**src/rtl/cdm_err_sweep.sv**
```systemverilog
// rtl/cdm_err_sweep.sv - exhaustive operand sweep and error metrics for a WxW approximate multiplier
// Drives every {A,B} pair once and accumulates ED sum, error count and worst-case pair.
module cdm_err_sweep #(
  parameter int W = 8
) (
  input  logic             clk,
  input  logic             rst,
  input  logic             start,
  output logic [W-1:0]     a_out,
  output logic [W-1:0]     b_out,
  input  logic [2*W-1:0]   r_in,
  output logic             busy,
  output logic             done,
  output logic [2*W:0]     err_count,
  output logic [4*W-1:0]   ed_sum,
  output logic [2*W-1:0]   max_ed,
  output logic [W-1:0]     worst_a,
  output logic [W-1:0]     worst_b
);

  typedef enum logic [1:0] {IDLE, RUN, DRAIN, DONE} state_t;

  localparam logic [2*W-1:0] CNT_LAST = '1;

  state_t         state, state_nxt;
  logic           launch;
  logic [2*W-1:0] cnt;
  logic [2*W-1:0] exact;
  logic [2*W-1:0] ed;
  logic [2*W-1:0] ed_q;
  logic           ne_q;
  logic [W-1:0]   wa_q;
  logic [W-1:0]   wb_q;
  logic           v_q;

  // A is the outer loop, so it occupies the upper half of the counter.
  assign {a_out, b_out} = cnt;
  assign busy = (state == RUN) || (state == DRAIN);
  assign done = (state == DONE);

  assign exact = {{W{1'b0}}, a_out} * {{W{1'b0}}, b_out};
  assign ed    = (exact >= r_in) ? (exact - r_in) : (r_in - exact);

  always_comb begin
    state_nxt = state;
    launch    = 1'b0;
    case (state)
      IDLE, DONE: begin
        if (start) begin
          launch    = 1'b1;
          state_nxt = RUN;
        end
      end
      RUN:     if (cnt == CNT_LAST) state_nxt = DRAIN;
      DRAIN:   state_nxt = DONE;
      default: state_nxt = IDLE;
    endcase
  end

  always_ff @(posedge clk) begin
    if (rst) begin
      state     <= IDLE;
      cnt       <= '0;
      v_q       <= 1'b0;
      ed_q      <= '0;
      ne_q      <= 1'b0;
      wa_q      <= '0;
      wb_q      <= '0;
      err_count <= '0;
      ed_sum    <= '0;
      max_ed    <= '0;
      worst_a   <= '0;
      worst_b   <= '0;
    end else begin
      state <= state_nxt;
      v_q   <= (state == RUN);
      if (state == RUN) begin
        cnt  <= cnt + 1'b1;
        ed_q <= ed;
        ne_q <= (ed != '0);
        wa_q <= a_out;
        wb_q <= b_out;
      end
      if (launch) begin
        cnt       <= '0;
        err_count <= '0;
        ed_sum    <= '0;
        max_ed    <= '0;
        worst_a   <= '0;
        worst_b   <= '0;
      end else if (v_q) begin
        err_count <= err_count + {{(2*W){1'b0}}, ne_q};
        ed_sum    <= ed_sum + {{(2*W){1'b0}}, ed_q};
        // Strict compare keeps the earliest pair on ties.
        if (ed_q > max_ed) begin
          max_ed  <= ed_q;
          worst_a <= wa_q;
          worst_b <= wb_q;
        end
      end
    end
  end

endmodule

```
**config.mk**
```make
export PLATFORM = sky130hd
export DESIGN_NAME = cdm_err_sweep
export DESIGN_NICKNAME = d
export VERILOG_FILES = /design/src/rtl/cdm_err_sweep.sv
export SDC_FILE = /design/constraint.sdc
export NUM_CORES = 1
export LEC_CHECK = 0
export CORE_ASPECT_RATIO = 0.9
export CORE_UTILIZATION = 41
export CTS_CLUSTER_SIZE = 40
export DETAILED_ROUTE_END_ITERATION = 12
export GPL_ROUTABILITY_DRIVEN = 0
export GPL_TIMING_DRIVEN = 0
export PLACE_DENSITY = 0.61
export SYNTH_ARGS = -nofsm -noshare
export SYNTH_HDL_FRONTEND = slang
export SYNTH_SLANG_ARGS = --single-unit
```
**constraint.sdc**
```tcl
create_clock -name clk -period 16.95 [get_ports clk]
set_input_delay 3.39 -clock clk [delete_from_list [all_inputs] [get_ports clk]]
set_output_delay 3.39 -clock clk [all_outputs]
set_load 0.02 [all_outputs]
```
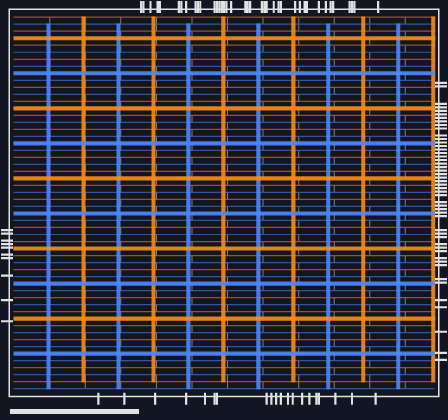
Run 1: PDN straps and rails
Bar = 50 um. Pins as bars on the die edge. Tap cells in grey.
Orange marks VDD. Blue marks VSS.
302 tap cells. 10 straps on met5.

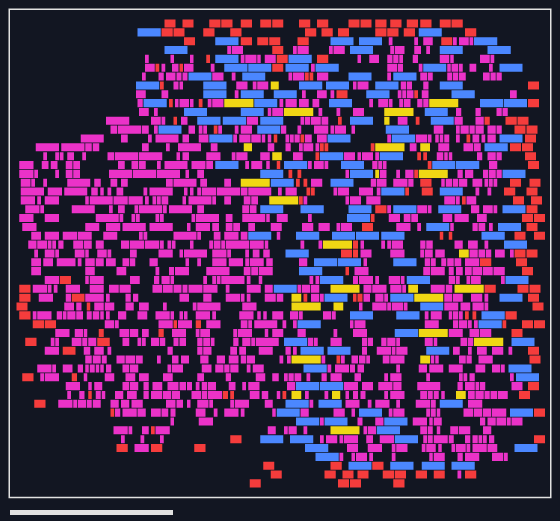
Run 1: placed cells, one colour a class
Bar = 50 um.
Magenta marks combinational and other logic, cells 978, share of their area 60%. Blue marks flops, cells 133, share of their area 23%. Red marks other buffers and delay cells, cells 180, share of their area 12%. Yellow marks clock drivers and dummy loads, cells 31, share of their area 4.6%.

==> run_results.csv, run 1 <==
group,metric,value,unit
die,fp.dieH,149.7,um
grt,grt-busiest-layer,"met2",
setup_path,endpoint,"ne_q",
setup_path,worstSetupStartpoint,"cnt[2]",
timing,fin_skew,0.01036,ns
timing,finalSetupTns,0,ns
logic_synthesis,adder_share,0.2108,
logic_synthesis,async_reset_ff_frac,0,
pwr,netSwitchingPower,368.5,uW
clock_network,cts_buffer_depth,2,
setup_path,timing.rr.end,"ne_q",
grt,antenna_found_initial,0,
drt,first_pass_iters,11,
logic_synthesis,synth_top_flop_cell,"dfxtp_1",
layout,nNetsFinal,1473,
pwr,vdd_drop_max,0.00007635,V
placed_design,dpl_worst_slack,9.342,ns
clock_network,cts_tree,"built",
setup_path,rrSetupSlack,9.34,ns
outcome,status,"finished, violations left",
setup_path,crit_path_start_kind,"flip-flop",
timing,max-slew-margin-rel,0.4596,
drt,avgViaCountPerCell,5.161,
worst_hold_path,min_from,"wa_q[4]",
worst_hold_path,hp-class,"flip-flop to flip-flop",
setup_path,worstPathMaxFanout,10,
setup_path,arrival,7.89,ns
logic_synthesis,ys_cells,1174,
pwr,p_clk,332,uW
logic_synthesis,ys_warn_count,0,
setup_path,slowest_delay,0.54,ns
setup_path,path_class,"flip-flop to flip-flop",
timing,period_used_share,0.4492,
grt,grtUsageMet1,0.2703,
logic_synthesis,synth.cellmix.compoundShare,0.1355,
clock_network,post_cts_resized,0,
run,tool_warnings,43,
grt,grt_use_met3,0.03412,
outcome,failed_checks,"design-rule violations",
grt,grt_first_pass_wirelength,39790,um
die,fp.coreArea,23540,um2
timing,min_period,7.613,ns
grt,grt_max_degree,17,
logic_synthesis,yosysMostFrequentCell,"nor2_1",
drt,drc_errors,10,
clock_network,post_cts_buffers,0,
pwr,power_leader,"sequential cells",
drt,wl_met3,981,um
clock_network,cts_made_buffers,17,
drt,wl_met1,11780,um
pwr,total_power,1.028,mW
clock_network,cts_sinks,133,
timing,rsz0062_at_grt,"no",
layout,final_layout_size_suffix_gt1_frac,0.04160,
timing,fmax,131.3,MHz
timing,whs,0.4687,ns
pwr,power_density,85.51,nW/um2
setup_path,critPathTopFamily,"adder cells",
clock_network,ctsHtreeMaxLevel,4,
logic_synthesis,edf_count,0,
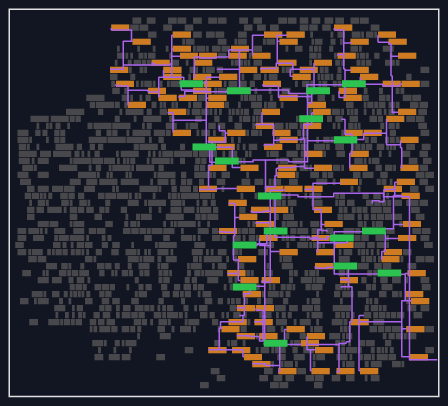
Run 1: clock wires, drivers and flops
Purple marks clock wires, length 1770 um. Green marks clock drivers, count 17. Orange marks flip-flops, count 133.
There are 18 routed clock nets.

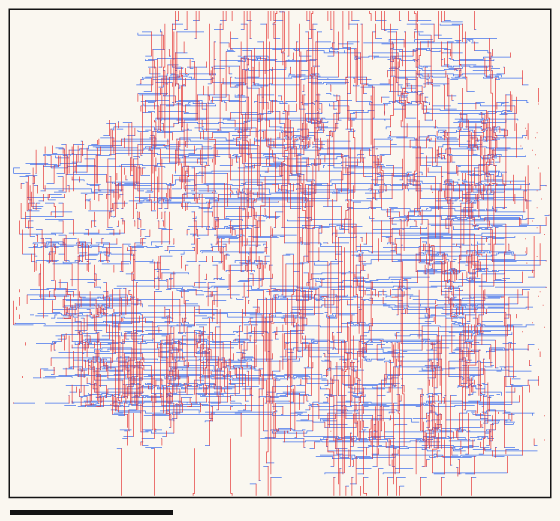
Run 1: routed metal, one colour a layer
Bar = 50 um. Only two layers are drawn.
Blue marks metal 1, wire length 11800 um. Red marks metal 2, wire length 11100 um.
GRT Resource Usage Total: 0.2003
WL final: 24100 um
via count: 8381
routed len/inst: 14.84 um

==> run 1: area by class of cell <==
type / count / area [um2] / share of cell area
timing repair buffer: 117 / 1171 / 0.09744
tap: 302 / 377.9 / 0.03144
clock buffer: 18 / 429.2 / 0.03571
multi-input combinational: 858 / 6551 / 0.5451
inverter: 120 / 450.4 / 0.03748
sequential: 133 / 2663 / 0.2215
clock inverter: 13 / 106.4 / 0.008849
buffer: 63 / 270.3 / 0.02249
==> run 1: sequential cells by signal, indices dropped and copies added (netlist names) <==
signal	cells
worst_a	8
ne_q	1
ed_sum	32
wb_q	8
wa_q	8
max_ed	16
cnt	16
err_count	17
state	2
ed_q	16
v_q	1
worst_b	8
Run 1, cell placement:
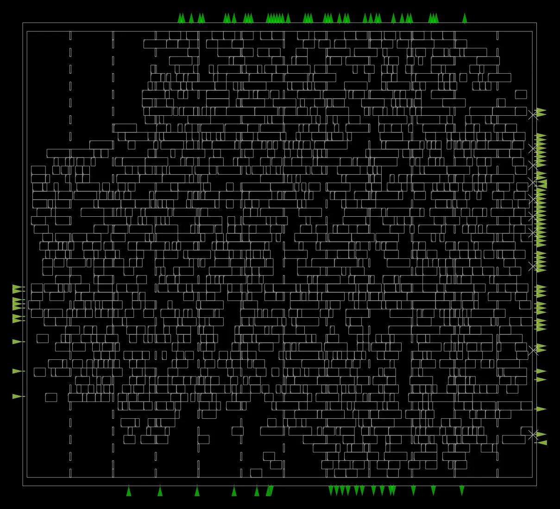

--- run 2 (diff from run 1) ---
==> constraint.sdc (replaced) <==
create_clock -name clk -period 7.9 [get_ports clk]
set_input_delay 1.58 -clock clk [delete_from_list [all_inputs] [get_ports clk]]
set_output_delay 1.58 -clock clk [all_outputs]
set_load 0.02 [all_outputs]
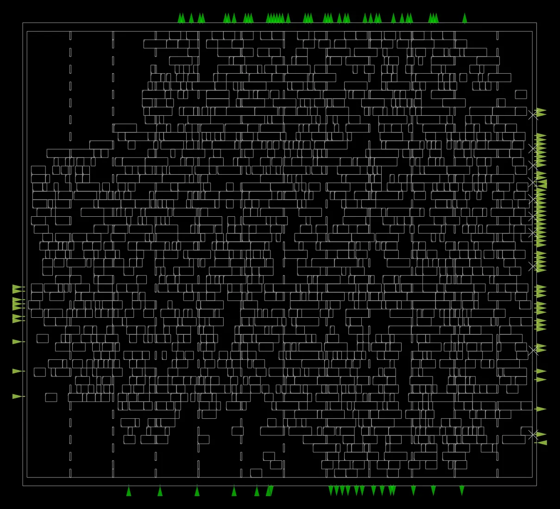
Run 2: cell placement
end-of-flow core utilization: 0.5110
Finished Layout Cells: 1622
sequential cell area share: 0.2213
Flops: 133
tap cells: 302

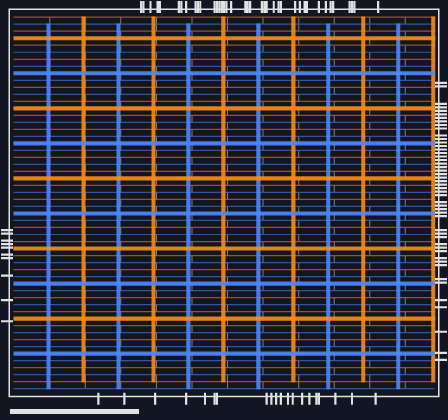
Run 2: PDN straps and rails
Bar = 50 um. Pins as bars on the die edge. Tap cells in grey.
Blue marks VSS. Orange marks VDD.
54 met1 rails follow the rows. 12 straps on met4. 10 straps on met5. 118 signal pins sit on the boundary. The core has 53 rows.

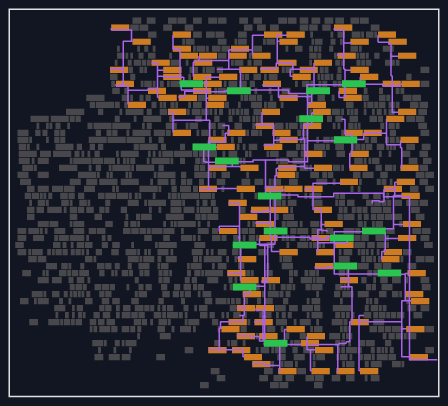
Run 2: clock wires, drivers and flops
Purple marks clock wires, length 1760 um. Orange marks flip-flops, count 133. Green marks clock drivers, count 17.
There are 18 routed clock nets.

==> run 2 against run 1 <==
  * The run still ends with design-rule violations left
  * Sequential share of layout area about the same
  * Register-to-register slack got worse by 8.9 ns
  * Worst hold slack improved by 0.0017 ns
  * Design area about the same
  * Critical path depth decreased by 1
  * Global-route usage unchanged
  * Clock-buffer cell count unchanged
  * Wire length increased by 0.26%
  * Die size unchanged
  * Non-clock buffer count decreased by 2
  * Flip-flop count unchanged
  * Sequential power increased by 110%
==> run_results.csv, run 2 <==
group,metric,value,unit
logic_synthesis,synth.cellmix.compoundShare,0.1355,
layout,dominant_cells,"multi-input combinational cells",
logic_synthesis,async_reset_ff_frac,0,
layout,nNetsFinal,1471,
drt,wl_met1,11860,um
layout,final-clk-cell-share,0.04452,
die,fp.dieH,149.7,um
pwr,netSwitchingPower,790.6,uW
logic_synthesis,yosysMostFrequentCell,"nor2_1",
logic_synthesis,synthTopCellsByArea,"dfxtp_1, ha_1, fa_1",
drt,wl_per_cell,14.90,um
drt,wl_met3,932,um
setup_path,worstPathMaxFanout,10,
pwr,vdd_drop_max,0.0001640,V
timing,fin_skew,0.009990,ns
grt,grt_use_met3,0.03412,
setup_path,critPathTopFamily,"adder cells",
grt,antenna_found_initial,0,
layout,largest_reg_flops,32,
setup_path,crit_path_start_kind,"flip-flop",
run,tool_warnings,43,
layout,n_all_buffers,178,
layout,num-nonclk-inverters,120,
pwr,power_density,183.3,nW/um2
logic_synthesis,edf_count,0,
setup_path,endpoint,"ne_q",
setup_path,path_class,"flip-flop to flip-flop",
logic_synthesis,ys_warn_count,0,
layout,nClkBuffers,18,
timing,rsz0062_at_grt,"no",
drt,dr_wl_met2,11140,um
grt,grt_max_degree,17,
clock_network,cts_tree,"built",
clock_network,cts_buffer_depth,2,
layout,largestRegisters,"ed_sum: 32 flops, err_count: 17 flops",
layout,regArea,2663,um2
worst_hold_path,min_from,"wa_q[4]",
grt,grtUsageTotal,0.2003,
pwr,p_clk,713,uW
drt,drc_errors,10,
timing,period_used_share,0.9442,
layout,comb_area,6558,um2
setup_path,rrSetupSlack,0.44,ns
clock_network,cts_made_buffers,17,
outcome,failed_checks,"design-rule violations",
layout,final_layout_size_suffix_gt1_frac,0.04924,
layout,buf_share,0.1201,
timing,fmax,134.1,MHz
clock_network,ctsHtreeMaxLevel,4,
setup_path,slowest_delay,0.55,ns
pwr,total_power,2.205,mW
pwr,power_leader,"sequential cells",
drt,avgViaCountPerCell,5.154,
setup_path,timing.rr.end,"ne_q",
timing,finalSetupTns,0,ns
worst_hold_path,hp-class,"flip-flop to flip-flop",
die,fp.coreArea,23540,um2
grt,grt-busiest-layer,"met2",
setup_path,worstSetupStartpoint,"cnt[4]",
drt,first_pass_iters,11,
grt,grtUsageMet1,0.2703,
setup_path,arrival,7.75,ns
drt,routed_wl,24170,um
die,rows,53,
outcome,status,"finished, violations left",
drt,vias,8360,
layout,logic_gates,858,
timing,whs,0.4704,ns
layout,comb_area_frac,0.5451,
timing,max-slew-margin-rel,0.4578,
[run 2: cell counts after synthesis]
No cell type changed its count.
[run 2: stage by stage]
step	instances	util	setup slack, ns
finish	1622	0.5110	0.4408
global route	1622	0.5110	0.004549
CTS	1624	0.5106	0.2553
detailed placement	1593	0.4878	0.2917
global placement	1593	0.4878	0.3166
floorplan	1174	-	1.114
[run 2: what timing repair did]
item                                    in CTS  in global routing
resized                                      0                 19
endpoints found under the setup margin       0                  1
buffers inserted                             0                  0
[run 2: tightest hold or removal path, delay by kind of cell, from the launching register on]
family | cells | cell delay (ns)
DFF | 1 | 0.31
AOI/OAI and AO/OA | 1 | 0.06
and+or+nand+nor | 1 | 0.05
Power figures rest on the tool's default switching activity, not on a simulated workload.
